==> images/layers.png <==
(6 px per um) Two of the layers only.
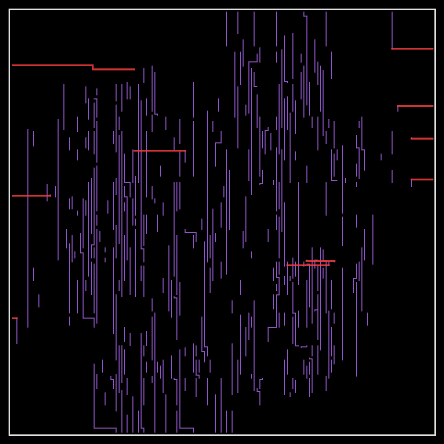
==> images/route_heat.png <==
(4 px per um) The die is cut into 14 by 14 equal tiles; dark purple is low, yellow is high, scaled to the fullest tile. Values are wire area over tile area, all layers added.
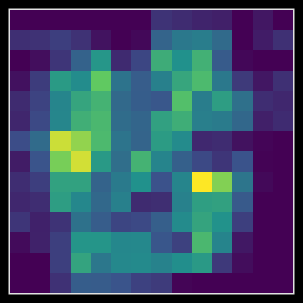
==> images/placed.png <==
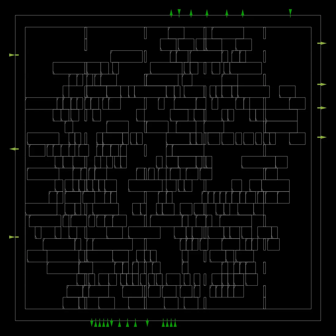
$ cat src/rtl/spi_bus_arbiter.sv
// Round-robin owner of the shared SPI pads and every chip select; SETUP/HOLD/GUARD delays frame each owner.
// Latency: grant 1 cycle after IDLE sample, ready CS_SETUP later; no preemption, losers wait for IDLE.
module spi_bus_arbiter #(
    parameter int NUM_REQ  = 4,
    parameter int CS_SETUP = 2,
    parameter int CS_HOLD  = 2,
    parameter int GUARD    = 1,
    parameter int CNT_W    = 4
) (
    input  logic               clk,
    input  logic               rst,
    input  logic [NUM_REQ-1:0] req,
    output logic [NUM_REQ-1:0] gnt,
    output logic               ready,
    output logic               busy,
    input  logic [NUM_REQ-1:0] m_sck,
    input  logic [NUM_REQ-1:0] m_mosi,
    output logic               m_miso,
    output logic [NUM_REQ-1:0] cs_n,
    output logic               spi_sck,
    output logic               spi_mosi,
    input  logic               spi_miso
);
    localparam int IDX_W = (NUM_REQ > 1) ? $clog2(NUM_REQ) : 1;

    typedef enum logic [2:0] {S_IDLE, S_SETUP, S_ACTIVE, S_HOLD, S_GUARD} state_t;

    state_t             state_q, state_d;
    logic [IDX_W-1:0]   own_q, own_d;
    logic [IDX_W-1:0]   ptr_q, ptr_d;
    logic [CNT_W-1:0]   cnt_q, cnt_d;
    logic [NUM_REQ-1:0] gnt_q, gnt_d;
    logic [NUM_REQ-1:0] cs_n_q, cs_n_d;
    logic               ready_q, ready_d;
    logic               busy_q, busy_d;
    logic               win_vld;
    logic [IDX_W-1:0]   win_idx;
    logic [IDX_W-1:0]   cand;

    always_ff @(posedge clk) begin
        if (rst) begin
            state_q <= S_IDLE;
            own_q   <= '0;
            ptr_q   <= '0;
            cnt_q   <= '0;
            gnt_q   <= '0;
            cs_n_q  <= '1;
            ready_q <= 1'b0;
            busy_q  <= 1'b0;
        end else begin
            state_q <= state_d;
            own_q   <= own_d;
            ptr_q   <= ptr_d;
            cnt_q   <= cnt_d;
            gnt_q   <= gnt_d;
            cs_n_q  <= cs_n_d;
            ready_q <= ready_d;
            busy_q  <= busy_d;
        end
    end

    // First requester at or after ptr, wrapping.
    always_comb begin
        win_vld = 1'b0;
        win_idx = '0;
        cand    = '0;
        for (int k = 0; k < NUM_REQ; k++) begin
            cand = IDX_W'((int'(ptr_q) + k) % NUM_REQ);
            if (!win_vld && req[cand]) begin
                win_vld = 1'b1;
                win_idx = cand;
            end
        end
    end

    always_comb begin
        state_d = state_q;
        own_d   = own_q;
        ptr_d   = ptr_q;
        cnt_d   = cnt_q;
        gnt_d   = gnt_q;
        cs_n_d  = cs_n_q;
        ready_d = ready_q;
        case (state_q)
            S_IDLE: begin
                if (win_vld) begin
                    state_d = S_SETUP;
                    own_d   = win_idx;
                    gnt_d   = NUM_REQ'(1) << win_idx;
                    cs_n_d  = ~(NUM_REQ'(1) << win_idx);
                    ptr_d   = (win_idx == IDX_W'(NUM_REQ - 1)) ? '0 : win_idx + IDX_W'(1);
                    cnt_d   = CNT_W'(CS_SETUP - 1);
                end
            end
            S_SETUP: begin
                // A dropped request aborts before ready can rise.
                if (!req[own_q]) begin
                    state_d = S_HOLD;
                    cnt_d   = CNT_W'(CS_HOLD - 1);
                end else if (cnt_q == '0) begin
                    state_d = S_ACTIVE;
                    ready_d = 1'b1;
                end else begin
                    cnt_d = cnt_q - CNT_W'(1);
                end
            end
            S_ACTIVE: begin
                if (!req[own_q]) begin
                    state_d = S_HOLD;
                    ready_d = 1'b0;
                    cnt_d   = CNT_W'(CS_HOLD - 1);
                end
            end
            S_HOLD: begin
                if (cnt_q == '0) begin
                    state_d = S_GUARD;
                    gnt_d   = '0;
                    cs_n_d  = '1;
                    cnt_d   = CNT_W'(GUARD - 1);
                end else begin
                    cnt_d = cnt_q - CNT_W'(1);
                end
            end
            S_GUARD: begin
                if (cnt_q == '0) begin
                    state_d = S_IDLE;
                end else begin
                    cnt_d = cnt_q - CNT_W'(1);
                end
            end
            default: begin
                state_d = S_IDLE;
                gnt_d   = '0;
                cs_n_d  = '1;
                ready_d = 1'b0;
            end
        endcase
        busy_d = (state_d != S_IDLE);
    end

    always_comb begin
        spi_sck  = 1'b0;
        spi_mosi = 1'b1;
        if (state_q == S_ACTIVE) begin
            spi_sck  = m_sck[own_q];
            spi_mosi = m_mosi[own_q];
        end
    end

    assign m_miso = spi_miso;
    assign gnt    = gnt_q;
    assign cs_n   = cs_n_q;
    assign ready  = ready_q;
    assign busy   = busy_q;

endmodule

$ cat config.mk
export PLATFORM = sky130hd
export DESIGN_NAME = spi_bus_arbiter
export DESIGN_NICKNAME = d
export VERILOG_FILES = /design/src/rtl/spi_bus_arbiter.sv
export SDC_FILE = /design/constraint.sdc
export NUM_CORES = 1
export LEC_CHECK = 0
export ABC_AREA = 1
export CAP_MARGIN = 20
export CORE_MARGIN = 2
export CORE_UTILIZATION = 35
export DETAILED_ROUTE_END_ITERATION = 6
export HOLD_SLACK_MARGIN = 0.1
export PLACE_DENSITY_LB_ADDON = 0.2
export SLEW_MARGIN = 15
export SYNTH_ARGS = -nofsm -noshare
export SYNTH_HDL_FRONTEND = slang
export SYNTH_SLANG_ARGS = --single-unit
$ cat constraint.sdc
create_clock -name clk -period 2.1 [get_ports clk]
set_input_delay 0.525 -clock clk [delete_from_list [all_inputs] [get_ports clk]]
set_output_delay 0.525 -clock clk [all_outputs]
set_load 0.05 [all_outputs]
==> out/qor.txt <==
Top cell by count, worst path - nor2_1
Hold Path Sink - ready$_SDFFE_PP0P_
first-pass GRT wire length - 6658 um
vias per inst - 4.716
yosys xor share - 1.124%
highest routed layer - met4
Max-area cell class - logic gates
Registers, synthesis - 21
comb_multi_in - 176
status - complete, no violations
total gr overflow - 0
CP required - 1.57 ns
worst setup path endpoint - spi_sck
Tapcells - 52
worst min path class - flop to flop
CP Max Fanout - 1
placed insts - 331
worst skew pair latency - 0.25 ns
WP buf/inv - 2
Post-CTS Setup Repair Bufs - 0
PostCTS Resize Cnt - 9
GPL Wtd Cong - 0.9131
Total Neg Setup Slack - 0 ns
setup violators final - 0
Synth top cell by count - nand2_1
final std cells w/o fill - 335
Non-clk bufs - 46
# port buffers - 25
About layers.png:
[purple] M2 | wire length: 1770 um
[red] M3 | wire length: 67.2 um
Total Wirelength: 3614 um
All-Layer GR Usage: 15.71%
routed length per instance: 10.79 um
routed via count: 1580

About route_heat.png:
nearly empty tiles: 19%
tiles over half the peak: 19%
mean over tiles: 0.11
emptiest ninth of the die: lower right
fullest tile: 0.39

About placed.png:
fillers: 472
Core ar.: 4324 um^2
flop count: 21
Seq area share: 20.05%
Layout Utilization: 48.64%

